File: src/rtl/vram_pkg.sv
// Shared types and default sizes for the VRAM arbiter slice.
// Optional scan-read bypass of pending writes is enabled with VRAM_BYPASS_EN.
package vram_pkg;

    localparam int VRAM_ADDR_W     = 15;
    localparam int VRAM_DATA_W     = 12;
    localparam int VRAM_DEPTH      = 19200;
    localparam int VRAM_FIFO_DEPTH = 4;

    typedef logic [VRAM_ADDR_W-1:0] vaddr_t;
    typedef logic [VRAM_DATA_W-1:0] pixel_t;

    typedef enum logic [1:0] {
        IDLE,
        DRAIN,
        CLEAR
    } arb_state_t;

endpackage

File: src/rtl/vram_wfifo.sv
// Small synchronous write FIFO holding {addr, data} game writes until a free RAM cycle.
// With VRAM_BYPASS_EN it also reports the youngest pending entry matching a lookup address.
module vram_wfifo #(
    parameter int ADDR_W     = 15,
    parameter int DATA_W     = 12,
    parameter int FIFO_DEPTH = 4,
    localparam int PTR_W     = $clog2(FIFO_DEPTH),
    localparam int CNT_W     = PTR_W + 1
) (
    input  logic              clk,
    input  logic              rstn,
    input  logic              push,
    input  logic [ADDR_W-1:0] push_addr,
    input  logic [DATA_W-1:0] push_data,
    input  logic              pop,
    output logic [ADDR_W-1:0] head_addr,
    output logic [DATA_W-1:0] head_data,
    output logic              full,
    output logic              empty,
    output logic [CNT_W-1:0]  count
`ifdef VRAM_BYPASS_EN
    ,
    input  logic [ADDR_W-1:0] lookup_addr,
    output logic              lookup_hit,
    output logic [DATA_W-1:0] lookup_data
`endif
);

    logic [ADDR_W-1:0] mem_addr [FIFO_DEPTH];
    logic [DATA_W-1:0] mem_data [FIFO_DEPTH];
    logic [PTR_W-1:0]  wr_ptr;
    logic [PTR_W-1:0]  rd_ptr;
    logic              do_push;
    logic              do_pop;

    assign full      = (count == CNT_W'(FIFO_DEPTH));
    assign empty     = (count == '0);
    assign do_push   = push && !full;
    assign do_pop    = pop && !empty;
    assign head_addr = mem_addr[rd_ptr];
    assign head_data = mem_data[rd_ptr];

    always_ff @(posedge clk or negedge rstn) begin
        if (!rstn) begin
            wr_ptr <= '0;
            rd_ptr <= '0;
            count  <= '0;
        end else begin
            if (do_push) wr_ptr <= wr_ptr + 1'b1;
            if (do_pop)  rd_ptr <= rd_ptr + 1'b1;
            case ({do_push, do_pop})
                2'b10:   count <= count + 1'b1;
                2'b01:   count <= count - 1'b1;
                default: count <= count;
            endcase
        end
    end

    always_ff @(posedge clk) begin
        if (do_push) begin
            mem_addr[wr_ptr] <= push_addr;
            mem_data[wr_ptr] <= push_data;
        end
    end

`ifdef VRAM_BYPASS_EN
    // Walk oldest to youngest so the last match (youngest) wins.
    always_comb begin
        lookup_hit  = 1'b0;
        lookup_data = '0;
        for (int i = 0; i < FIFO_DEPTH; i++) begin
            if ((CNT_W'(i) < count) && (mem_addr[rd_ptr + PTR_W'(i)] == lookup_addr)) begin
                lookup_hit  = 1'b1;
                lookup_data = mem_data[rd_ptr + PTR_W'(i)];
            end
        end
    end
`endif

endmodule

File: src/rtl/vram_arbiter.sv
// Single-port VRAM arbiter: scan-out reads first, then screen clear, then buffered game writes.
// Define VRAM_BYPASS_EN to forward pending FIFO data to scan reads of the same address.
//
// state | meaning
// IDLE  | normal operation, FIFO accepts writes, FIFO drains into free RAM cycles
// DRAIN | clear requested, writes refused, waiting for pending writes to land
// CLEAR | writing clr_color to every word, stalled by scan reads
module vram_arbiter
    import vram_pkg::*;
#(
    parameter int ADDR_W     = VRAM_ADDR_W,
    parameter int DATA_W     = VRAM_DATA_W,
    parameter int DEPTH      = VRAM_DEPTH,
    parameter int FIFO_DEPTH = VRAM_FIFO_DEPTH
) (
    input  logic              clk,
    input  logic              rstn,
    input  logic              scan_req,
    input  logic [ADDR_W-1:0] scan_addr,
    output logic              scan_valid,
    output logic [DATA_W-1:0] scan_data,
    input  logic              wr_valid,
    output logic              wr_ready,
    input  logic [ADDR_W-1:0] wr_addr,
    input  logic [DATA_W-1:0] wr_data,
    input  logic              clr_start,
    input  logic [DATA_W-1:0] clr_color,
    output logic              clr_done,
    output logic              busy,
    output logic              ram_en,
    output logic              ram_we,
    output logic [ADDR_W-1:0] ram_addr,
    output logic [DATA_W-1:0] ram_wdata,
    input  logic [DATA_W-1:0] ram_rdata
);

    localparam int CNT_W = $clog2(FIFO_DEPTH) + 1;

    arb_state_t        state;
    logic [ADDR_W-1:0] clr_cnt;
    logic [DATA_W-1:0] clr_color_q;
    logic              clr_last;

    logic              f_push;
    logic              f_pop;
    logic              f_full;
    logic              f_empty;
    logic [CNT_W-1:0]  f_count;
    logic [ADDR_W-1:0] head_addr;
    logic [DATA_W-1:0] head_data;

    logic              rd_p1;
    logic [DATA_W-1:0] rd_word;

`ifdef VRAM_BYPASS_EN
    logic              byp_hit;
    logic [DATA_W-1:0] byp_data;
    logic              byp_hit_p1;
    logic [DATA_W-1:0] byp_data_p1;
`endif

    assign wr_ready = !f_full && (state == IDLE);
    assign f_push   = wr_valid && wr_ready;
    assign busy     = (f_count != '0) || (state != IDLE);
    assign clr_last = (clr_cnt == ADDR_W'(DEPTH - 1));

    vram_wfifo #(
        .ADDR_W     (ADDR_W),
        .DATA_W     (DATA_W),
        .FIFO_DEPTH (FIFO_DEPTH)
    ) u_wfifo (
        .clk        (clk),
        .rstn       (rstn),
        .push       (f_push),
        .push_addr  (wr_addr),
        .push_data  (wr_data),
        .pop        (f_pop),
        .head_addr  (head_addr),
        .head_data  (head_data),
        .full       (f_full),
        .empty      (f_empty),
        .count      (f_count)
`ifdef VRAM_BYPASS_EN
        ,
        .lookup_addr (scan_addr),
        .lookup_hit  (byp_hit),
        .lookup_data (byp_data)
`endif
    );

    // Port outputs are forced off while reset is held so nothing reaches the RAM.
    always_comb begin
        ram_en    = 1'b0;
        ram_we    = 1'b0;
        ram_addr  = '0;
        ram_wdata = '0;
        f_pop     = 1'b0;
        if (rstn) begin
            if (scan_req) begin
                ram_en   = 1'b1;
                ram_addr = scan_addr;
            end else if (state == CLEAR) begin
                ram_en    = 1'b1;
                ram_we    = 1'b1;
                ram_addr  = clr_cnt;
                ram_wdata = clr_color_q;
            end else if (!f_empty) begin
                ram_en    = 1'b1;
                ram_we    = 1'b1;
                ram_addr  = head_addr;
                ram_wdata = head_data;
                f_pop     = 1'b1;
            end
        end
    end

    always_ff @(posedge clk or negedge rstn) begin
        if (!rstn) begin
            state       <= IDLE;
            clr_cnt     <= '0;
            clr_color_q <= '0;
            clr_done    <= 1'b0;
        end else begin
            clr_done <= 1'b0;
            case (state)
                IDLE: begin
                    if (clr_start) begin
                        state       <= DRAIN;
                        clr_color_q <= clr_color;
                    end
                end
                DRAIN: begin
                    if (f_empty) begin
                        state   <= CLEAR;
                        clr_cnt <= '0;
                    end
                end
                CLEAR: begin
                    if (!scan_req) begin
                        if (clr_last) begin
                            state    <= IDLE;
                            clr_done <= 1'b1;
                        end else begin
                            clr_cnt <= clr_cnt + 1'b1;
                        end
                    end
                end
                default: state <= IDLE;
            endcase
        end
    end

    // A scan read always owns the port, so no RAM write can collide in the same cycle;
    // only still-pending FIFO entries need forwarding.
    always_comb begin
        rd_word = ram_rdata;
`ifdef VRAM_BYPASS_EN
        if (byp_hit_p1) rd_word = byp_data_p1;
`endif
    end

    always_ff @(posedge clk or negedge rstn) begin
        if (!rstn) begin
            rd_p1      <= 1'b0;
            scan_valid <= 1'b0;
            scan_data  <= '0;
`ifdef VRAM_BYPASS_EN
            byp_hit_p1  <= 1'b0;
            byp_data_p1 <= '0;
`endif
        end else begin
            rd_p1      <= scan_req;
            scan_valid <= rd_p1;
            if (rd_p1) scan_data <= rd_word;
`ifdef VRAM_BYPASS_EN
            byp_hit_p1  <= scan_req && byp_hit;
            byp_data_p1 <= byp_data;
`endif
        end
    end

endmodule

File: config.mk
export PLATFORM = sky130hd
export DESIGN_NAME = vram_arbiter
export DESIGN_NICKNAME = d
export VERILOG_FILES = /design/src/rtl/vram_pkg.sv /design/src/rtl/vram_wfifo.sv /design/src/rtl/vram_arbiter.sv
export SDC_FILE = /design/constraint.sdc
export NUM_CORES = 1
export LEC_CHECK = 0
export CAP_MARGIN = 15
export CORE_MARGIN = 2
export CORE_UTILIZATION = 57
export DETAILED_ROUTE_END_ITERATION = 16
export PLACE_DENSITY = 0.85
export SLEW_MARGIN = 20
export SYNTH_ARGS = -nofsm -noshare
export SYNTH_HDL_FRONTEND = slang
export SYNTH_SLANG_ARGS = --single-unit
File: constraint.sdc
create_clock -name clk -period 3.9 [get_ports clk]
set_input_delay 0.78 -clock clk [delete_from_list [all_inputs] [get_ports clk]]
set_output_delay 0.78 -clock clk [all_outputs]
set_load 0.005 [all_outputs]
Figure 1. The metal 1 layer.
Bar = 20 um. Supply wires on this layer in gray.
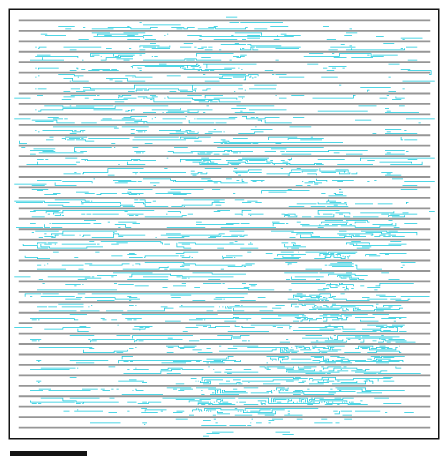
- longest straight run: 40.5 um
- wire length on this layer: 5,630 um

Figure 2. The metal 2 layer.
Cells faint in the background.
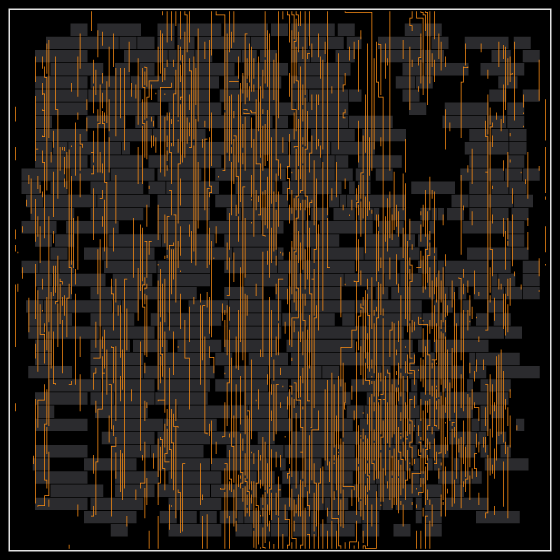
- wire length on this layer: 7,680 um
- nets with wire on the layer: 558
- share of all routed wire: 52%
- main direction: vertical
- longest straight run: 50.3 um

Figure 3. Signal wires on met3.
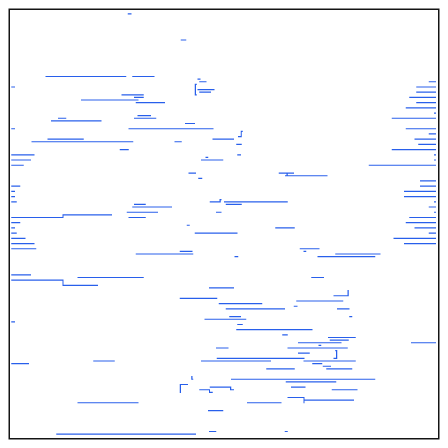
- share of all routed wire: 6.5%
- longest straight run: 37.3 um
- nets with wire on the layer: 110
- main direction: horizontal

==> summary.txt <==
status - finished, final reports clean
Setup Fix Bufs, Post-CTS - 0
most frequent cells in the layout - clkdlybuf4s50_1, edfxtp_1, dfrtp_1
Starting Density - 0.5795
GPL Wtd Cong - 0.8044
GR Util All Layers - 0.2509
fin crit share - 0.9156
first-pass GRT wire length - 23.83 mm
post-synthesis register bit count - 159
CP dominant cell by count - clkdlybuf4s50_1
DR WL/cell - 21.73 um
RSZ-0062 raised after global routing - false
clk slew on worst S/H paths - 0.06 ns
Die X-Extent - 111.5 um
ys async rst share - 0.3208
Pint - 3.785 mW
DR vias - 4,221
Worst Path Max Fanout - 14
Worst path top cell family by delay - buffers and inverters
largest net degree at the start of global routing - 38
yosys cell count - 399
final setup margin - 0.3292 ns
hold slack - 0.2863 ns
ys flop type - edfxtp_1
Worst EP required - 3.12 ns
Synth Net Count - 477
Final Max Tran Viols - 0
Root Buffer - clkbuf_16
# DRC - 0
crit path launch type - input port
maximum VDD drop - 0.3799 mV
dpl ws - 0.3567 ns
Synth warnings - 0
Placed Instances - 651
fmax - 280.0 MHz
Worst-Skew Late Latency - 0.41 ns
fin nets - 605
Routed WL - 14.84 mm
Yosys chip area - 0.006589 sq mm
Finished Core Util - 0.7510
Syn Std Cell Area - 0.006589 sq mm
die area - 0.01244 sq mm
number of max-cap violations - 0
clock power share - 0.311
register share after synthesis - 0.6859
EDFF count, synth - 108
area of the core - 0.01137 sq mm
Resized cells post-CTS - 0
WS Path Type - in -> out
fin area - 0.008538 sq mm
Clock Sinks - 159
CTS tree - yes
slowest CP cell - clkdlybuf4s50_1
headroom to the max-slew limit - 0.4012
Die Y-Extent - 111.5 um
fill count - 697
CTS Hold Bufs - 0
Setup violations, final - 0
Rows - 39
dpl hpwl - 9.426 mm
Avg Vias per Cell - 6.180
OpenROAD warning count - 29
Overall Power - 5.235 mW
area delta synth->final - 29.59%
Hold Vio Cnt, Final - 0
worst min path class - in -> async
Net Sw Frac - 0.2771
Clock Path Buffers - 2
CP cell instances - clkdlybuf4s50_1 > nand2b_1 > nor2_2 > buf_4 > a222oi_1 > inv_1 > clkdlybuf4s50_1
Gate power share - 0.255
kinds of logic (layout without fill, tap and decap cells):
| logic type | count (synthesis) | after routing | share of synthesized area |
|---|---|---|---|
| adder cells (fa/ha/maj) | 7 | 7 | 0.01443 |
| buffers and inverters | 41 | 182 | 0.02526 |
| AND/OR/NAND/NOR | 64 | 64 | 0.04976 |
| multiplexers | 52 | 52 | 0.1348 |
| AND-OR/OR-AND | 70 | 70 | 0.08185 |
| flip-flops | 159 | 159 | 0.6859 |
| XOR/XNOR | 6 | 6 | 0.007977 |
registers in the layout, summed over array words and instances (netlist names):
| name | cells |
|---|---|
| clr_color_q | 12 |
| u_wfifo.wr_ptr | 2 |
| u_wfifo.count | 3 |
| u_wfifo.rd_ptr | 2 |
| state | 2 |
| u_wfifo.mem_data | 48 |
| rd_p1 | 1 |
| u_wfifo.mem_addr | 60 |
| scan_valid | 1 |
| scan_data | 12 |
| clr_done | 1 |
| clr_cnt | 15 |
path summary, 6_finish.rpt:
| path | endpoint | startpoint | slack [ns] | cells after the start |
|---|---|---|---|---|
| min in group clk | scan_data[3]$_DFFE_PN0P_ | scan_data[3]$_DFFE_PN0P_ | 0.50 | 1 |
| max in group asynchronous | u_wfifo.rd_ptr[0]$_DFFE_PN0P_ | rstn | 2.75 | 2 |
| worst min-delay path | clr_cnt[3]$_DFFE_PN0P_ | rstn | 0.29 | 1 |
| worst max register to register | u_wfifo.count[2]$_DFFE_PN0P_ | state[1]$_DFFE_PN0P_ | 1.43 | 10 |
| worst min register to register | scan_data[3]$_DFFE_PN0P_ | scan_data[3]$_DFFE_PN0P_ | 0.50 | 1 |
| worst max-delay path | ram_addr[9] | scan_req | 0.33 | 7 |
area by class of cell:
class                           instances  area [sq um]  share of cell area
Clock buffer                           19         452.9             0.05305
Clock inverter                         13         136.4             0.01597
Inverter                               22         82.58            0.009672
Multi-Input combinational cell        199          1911              0.2238
Sequential cell                       159          4521              0.5295
Tap cell                              143         178.9             0.02096
Timing Repair Buffer                  128          1256              0.1471
routing by layer:
layer	track usage	wire [um]
met1	0.3028	5626
met2	0.4289	7683
met3	0.06315	966
met4	0.1169	565
met5	0	0
power by group through the flow:
stage / logic [mW] / registers [mW] / clock network [mW]
3_3_place_gp: 1.28 / 2.28 / 0
4_1_cts: 1.35 / 2.28 / 1.65
3_5_place_dp: 1.32 / 2.30 / 0
2_1_floorplan: 0.860 / 2.19 / 0
6_report: 1.33 / 2.28 / 1.63
5_1_grt: 1.42 / 2.31 / 1.73
cells in the mapped netlist (2+ instances only):
master	n	area (sq um)
a21oi_1	12	60.06
a222oi_1	14	140.1
a22o_1	13	113.9
a31oi_1	10	62.56
a31oi_2	3	37.54
and2_1	5	31.28
and3_1	8	50.05
buf_1	3	11.26
buf_2	4	20.02
clkbuf_1	11	41.29
dfrtp_1	51	1276
edfxtp_1	108	3243
ha_1	6	75.07
inv_1	22	82.58
mux2_2	24	270.3
mux4_2	27	608.1
nand2_1	22	82.58
nand2b_1	2	12.51
nand3_1	5	25.02
nor2_1	7	26.28
nor2b_1	2	12.51
nor3_1	5	25.02
o21a_1	5	37.54
o21ai_0	6	30.03
xnor2_1	3	26.28
xor2_1	3	26.28
No activity file was given, so power comes from the tool's default toggle rates.
